**I/O nets highlighted**

Scale bar: 20 µm.
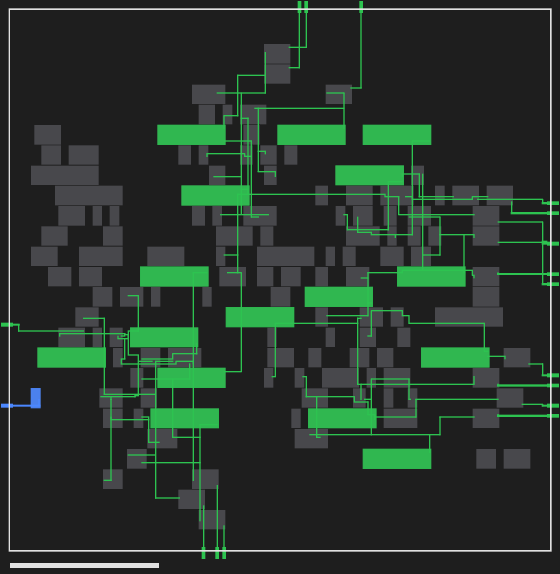
**Metal layers overlaid**

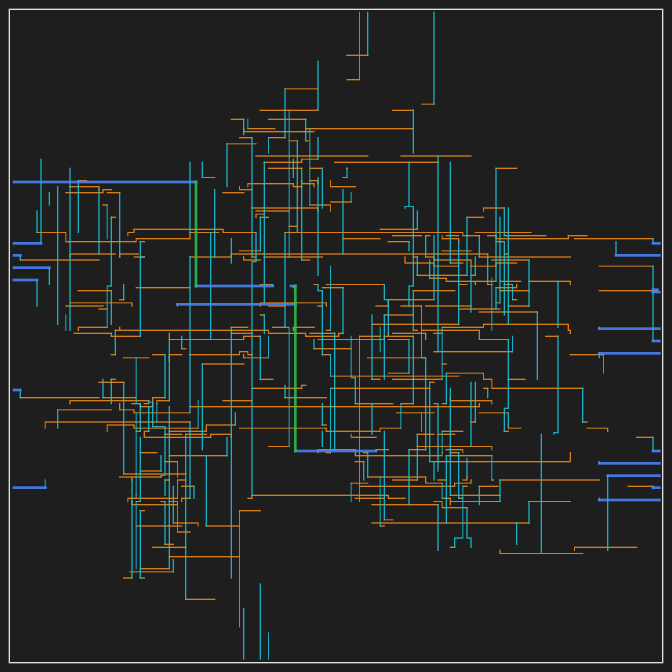
**Cell sizes after repair**

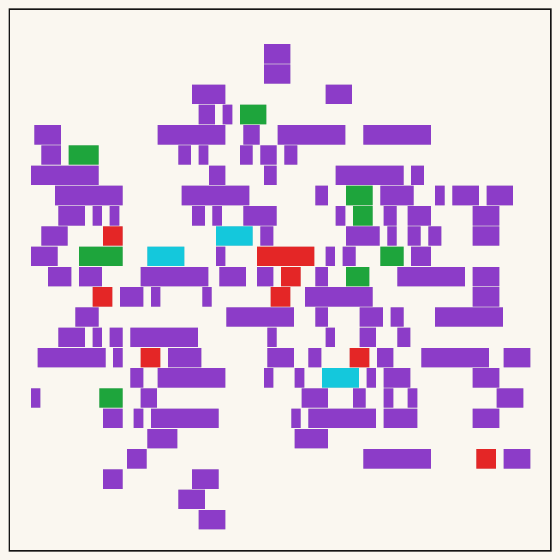
**Cells colored by class**

Fill, decap, tap and diode cells in gray.
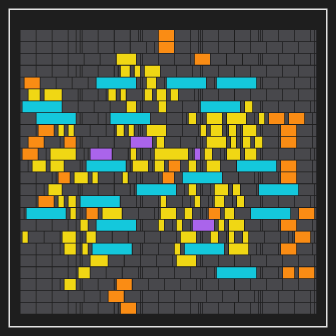
**Placement view**

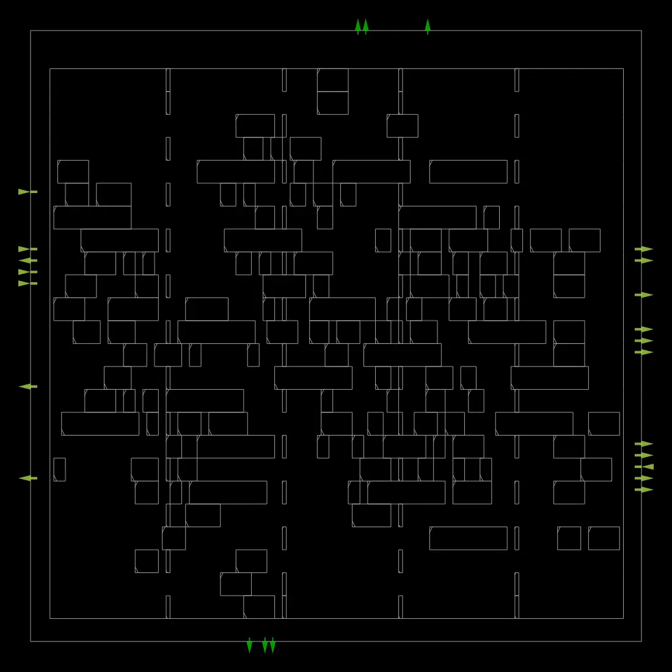
==> src/rtl/stopwatch_ctrl.sv <==
// Stopwatch controller: IDLE/RUN/PAUSE/LAP sequencing of a 4-digit BCD
// centisecond counter (SS.CC) with an optional frozen lap display.
// Optional feature macro: STOPWATCH_LAP_EN (adds the LAP state and the lap register).
//
// state | meaning
// ------+-------------------------------------------------------------
// idle  | stopped, count cleared to 00.00, waiting for start
// run   | counting on tick, display shows live count
// pause | stopped, count held, start resumes / lap_reset clears
// lap   | counting on tick, display frozen on captured lap value
module stopwatch_ctrl #(
  parameter int WRAP_SEC = 60
) (
  input  logic        clk,
  input  logic        rst_n,
  input  logic        tick,
  input  logic        start_stop,
  input  logic        lap_reset,
  output logic [15:0] bcd,
  output logic        running,
  output logic        lap_frozen,
  output logic        wrap
);

`ifdef STOPWATCH_LAP_EN
  typedef enum logic [1:0] {st_idle = 2'd0, st_run = 2'd1, st_pause = 2'd2, st_lap = 2'd3} state_t;
`else
  typedef enum logic [1:0] {st_idle = 2'd0, st_run = 2'd1, st_pause = 2'd2} state_t;
`endif

  localparam logic [3:0] sec_tens_max = 4'((WRAP_SEC - 1) / 10);
  localparam logic [3:0] sec_ones_max = 4'((WRAP_SEC - 1) % 10);
  localparam logic [15:0] cnt_max = {sec_tens_max, sec_ones_max, 4'd9, 4'd9};

  state_t      state, state_nxt;
  logic [15:0] cnt, cnt_inc;
  logic        clr, cap, count_en, at_max;
  logic        c0, c1, c2;

  assign at_max   = (cnt == cnt_max);
`ifdef STOPWATCH_LAP_EN
  assign count_en = tick && ((state == st_run) || (state == st_lap));
`else
  assign count_en = tick && (state == st_run);
`endif

  // BCD increment with digit carries; the terminal count reloads to 00.00
  always_comb begin
    cnt_inc = cnt;
    c0 = (cnt[3:0] == 4'd9);
    c1 = c0 && (cnt[7:4] == 4'd9);
    c2 = c1 && (cnt[11:8] == 4'd9);
    if (at_max) begin
      cnt_inc = 16'h0000;
    end else begin
      cnt_inc[3:0] = c0 ? 4'd0 : cnt[3:0] + 4'd1;
      if (c0) cnt_inc[7:4]   = (cnt[7:4] == 4'd9) ? 4'd0 : cnt[7:4] + 4'd1;
      if (c1) cnt_inc[11:8]  = (cnt[11:8] == 4'd9) ? 4'd0 : cnt[11:8] + 4'd1;
      if (c2) cnt_inc[15:12] = cnt[15:12] + 4'd1;
    end
  end

  // Next-state decode; start_stop wins over lap_reset when both arrive together
  always_comb begin
    state_nxt = state;
    clr       = 1'b0;
    cap       = 1'b0;
    case (state)
      st_idle: begin
        if (start_stop) state_nxt = st_run;
      end
      st_run: begin
        if (start_stop) state_nxt = st_pause;
`ifdef STOPWATCH_LAP_EN
        else if (lap_reset) begin
          state_nxt = st_lap;
          cap       = 1'b1;
        end
`endif
      end
`ifdef STOPWATCH_LAP_EN
      st_lap: begin
        if (start_stop)     state_nxt = st_pause;
        else if (lap_reset) state_nxt = st_run;
      end
`endif
      st_pause: begin
        if (start_stop) state_nxt = st_run;
        else if (lap_reset) begin
          state_nxt = st_idle;
          clr       = 1'b1;
        end
      end
      default: state_nxt = st_idle;
    endcase
  end

  // State register
  always_ff @(posedge clk or negedge rst_n) begin
    if (!rst_n) state <= st_idle;
    else        state <= state_nxt;
  end

  // Live count and wrap pulse; clear only happens from pause so it never meets a counting tick
  always_ff @(posedge clk or negedge rst_n) begin
    if (!rst_n) begin
      cnt  <= 16'h0000;
      wrap <= 1'b0;
    end else begin
      wrap <= count_en && at_max;
      if (clr)           cnt <= 16'h0000;
      else if (count_en) cnt <= cnt_inc;
    end
  end

`ifdef STOPWATCH_LAP_EN
  logic [15:0] lap_q;

  // Lap register captures the pre-edge count on entry to lap
  always_ff @(posedge clk or negedge rst_n) begin
    if (!rst_n)   lap_q <= 16'h0000;
    else if (cap) lap_q <= cnt;
  end

  assign bcd        = (state == st_lap) ? lap_q : cnt;
  assign lap_frozen = (state == st_lap);
  assign running    = (state == st_run) || (state == st_lap);
`else
  assign bcd        = cnt;
  assign lap_frozen = 1'b0;
  assign running    = (state == st_run);
`endif

endmodule

==> config.mk <==
export PLATFORM = sky130hd
export DESIGN_NAME = stopwatch_ctrl
export DESIGN_NICKNAME = d
export VERILOG_FILES = /design/src/rtl/stopwatch_ctrl.sv
export SDC_FILE = /design/constraint.sdc
export NUM_CORES = 1
export LEC_CHECK = 0
export CAP_MARGIN = 20
export CELL_PAD_IN_SITES_DETAIL_PLACEMENT = 1
export CELL_PAD_IN_SITES_GLOBAL_PLACEMENT = 1
export CORE_MARGIN = 2
export CORE_UTILIZATION = 23
export DETAILED_ROUTE_END_ITERATION = 7
export PLACE_DENSITY = 0.62
export SLEW_MARGIN = 5
export SYNTH_ARGS = -nofsm -noshare
export SYNTH_HDL_FRONTEND = slang
export SYNTH_SLANG_ARGS = --single-unit
==> constraint.sdc <==
create_clock -name clk -period 2.15 [get_ports clk]
set_input_delay 0.43 -clock clk [delete_from_list [all_inputs] [get_ports clk]]
set_output_delay 0.43 -clock clk [all_outputs]
set_load 0.005 [all_outputs]
==> summary.txt <==
critical path required time: 2.33 ns
final worst path period need: 1.857 ns
Detailed Route Iter0 Violations: 39
Setup Buffers After CTS: 0
Antenna Violating Nets Remaining: 0
RSZ-0062 raised after global routing: no
buffering overhead: 19.12%
fill count: 499
register share after synthesis: 44.03%
Floorplan Nets: 119
most frequent logic cell in the layout: clkdlybuf4s50_1
Pwr top: sequential cells
Hold Buf Count CTS: 0
Final TNS setup: 0 ns
CTS tree: built
net load switching power: 386.3 µW
RD Place Congestion: 0.7699
Hold Violations, Final: 0
sequential logic power: 516 µW
per-cell routed wire length: 13.10 µm
Cells after Synth: 108
Max VDD drop: 442.5 µV
Synth area leader: dfrtp_1
P_clk: 252 µW
Largest cell class: logic gates
Root Driver: clkbuf_8
GRT Util Overall: 10.49%
via count: 891
vias in the first global route: 925
pwr/cell area: 843.5 mW/mm²
DRC viols: 0
share of synthesized registers carrying an async set or reset: 100.0%
max-cap violation count: 0
Hold Path Class: in -> async
Dominant flop cell: dfrtp_1
initial antenna violation count: 0
pre-CTS WS: 0.07441 ns
Tool Warnings: 29
pin count of the biggest net entering global routing: 20
register share of total power: 42.9%
layout cells sized above 1: 14.07%
Warnings, synthesis: 0
final setup fails: 0
fraction of area in multi-input gates: 38.77%
CP Launch Type: register
Logic cell area: 553.0 µm²
combinational power: 435 µW
status: complete, no violations
Layout clock buffers: 4
area share, top type: 44.03%
Die Wd: 72.52 µm
Non-Clock Inverter Count: 4
PostCTS Resize Cnt: 0
ClkCell Share: 3.158%
Finished Core Util: 32.09%
global-route wire length before repair: 4312 µm
Crit Path Max Fanout: 9
Worst Clk Skew: 0.002989 ns
H-Tree Depth: 1
Back to the opening pictures, 'I/O nets highlighted':
Blue stands for lap_frozen, bits 1, direction output, edge west, end cells 1, buffers 0, wire 4.30 µm. Green stands for bcd, bits 16, direction output, edge 9 east, 3 south, 3 north, 1 west, end cells 16, buffers 17, wire 791 µm.
I/O Pins: 24
Port Buffer Count: 22

Back to the opening pictures, 'metal layers overlaid':
Orange stands for metal 1, wire length 1180 µm. Blue stands for metal 3, wire length 107 µm. Green stands for metal 4, wire length 29.9 µm. Cyan stands for metal 2, wire length 1130 µm.

Back to the opening pictures, 'cell sizes after repair':
Green stands for _2 cells, cells 8, share 5.9%, most used and2b_2. Cyan stands for _6 and larger, cells 3, share 2.2%, most used clkbuf_8. Purple stands for _0 and _1 cells, cells 116, share 86%, most used clkdlybuf4s50_1. Red stands for _3 and _4 cells, cells 8, share 5.9%, most used buf_4.
Area growth syn-to-layout: 32.10%
Setup WS post-layout: 0.2932 ns
post-layout instance area: 0.001426 mm²
bufs w/o clock: 29

Back to the opening pictures, 'cells colored by class':
Cyan stands for flops, cells 19. Yellow stands for combinational and other logic, cells 83. Orange stands for other buffers and delay cells, cells 29. Purple stands for clock drivers and dummy loads, cells 4.

Back to the opening pictures, 'placement view':
Non-Filler Instances: 187
tap cells: 52
Rows: 24
seq_cells: 19

==> flip-flops by register name (all words and copies together), names as in the netlist <==
| signal | cells |
|---|---|
| bcd | 16 |
| wrap | 1 |
| state | 2 |
==> final timing paths <==
check	endpoint	slack, ns	cells after the start
max	bcd[15]	0.29	4
min	bcd[3]	0.52	2
max reg2reg	bcd[15]	0.29	4
min reg2reg	bcd[15]	0.58	2
max in group asynchronous	bcd[11]	1.43	2
min in group clk	bcd[15]	0.58	2
==> metal layers <==
metal,vias up,GRT usage (%),share of wire [%]
met3,5,3.333,4.3
met4,0,2.469,1.2
met2,21,16.97,46
li1,432,-,-
met5,-,0,0
met1,433,13.65,48
==> Yosys cell counts, types with 2 or more instances <==
library cell / n
a21oi_1: 9
and2b_2: 2
and3b_1: 3
buf_4: 3
dfrtp_1: 19
ha_1: 6
inv_1: 4
mux2i_1: 4
nand2_1: 7
nand3_1: 6
nor2_1: 11
nor2b_1: 2
o21ai_0: 5
or3_1: 4
==> cells by family (layout without fill, tap and decap cells) <==
group,after synthesis,count (layout),share of synthesized area (%)
and+or+nand+nor,47,47,27.58
buffers and inverters,10,37,5.329
DFF,19,19,44.03
xor gates and xnor gates,2,2,1.623
AOI/OAI and AO/OA,18,18,9.386
muxes,5,5,4.751
adders and majority gates,6,6,6.952
other,1,1,0.3473
==> stage by stage <==
step	hold WS [ns]	instances	cell area, µm²	power, µW
2_1_floorplan	0.1344	108	1080	746.6
3_3_place_gp	0.5536	183	1381	945.4
3_5_place_dp	0.5707	183	1381	971.0
4_1_cts	0.5213	187	1426	1230
5_1_grt	0.5331	187	1426	1301
6_report	0.5152	187	1426	1203
==> worst max-delay path: stages, from the launching register on <==
cell,delay [ns]
dfrtp_1,0.44
and4bb_1,0.50
nand4_4,0.19
or4_1,0.50
a21oi_1,0.15
Power figures rest on the tool's default switching activity, not on a simulated workload.
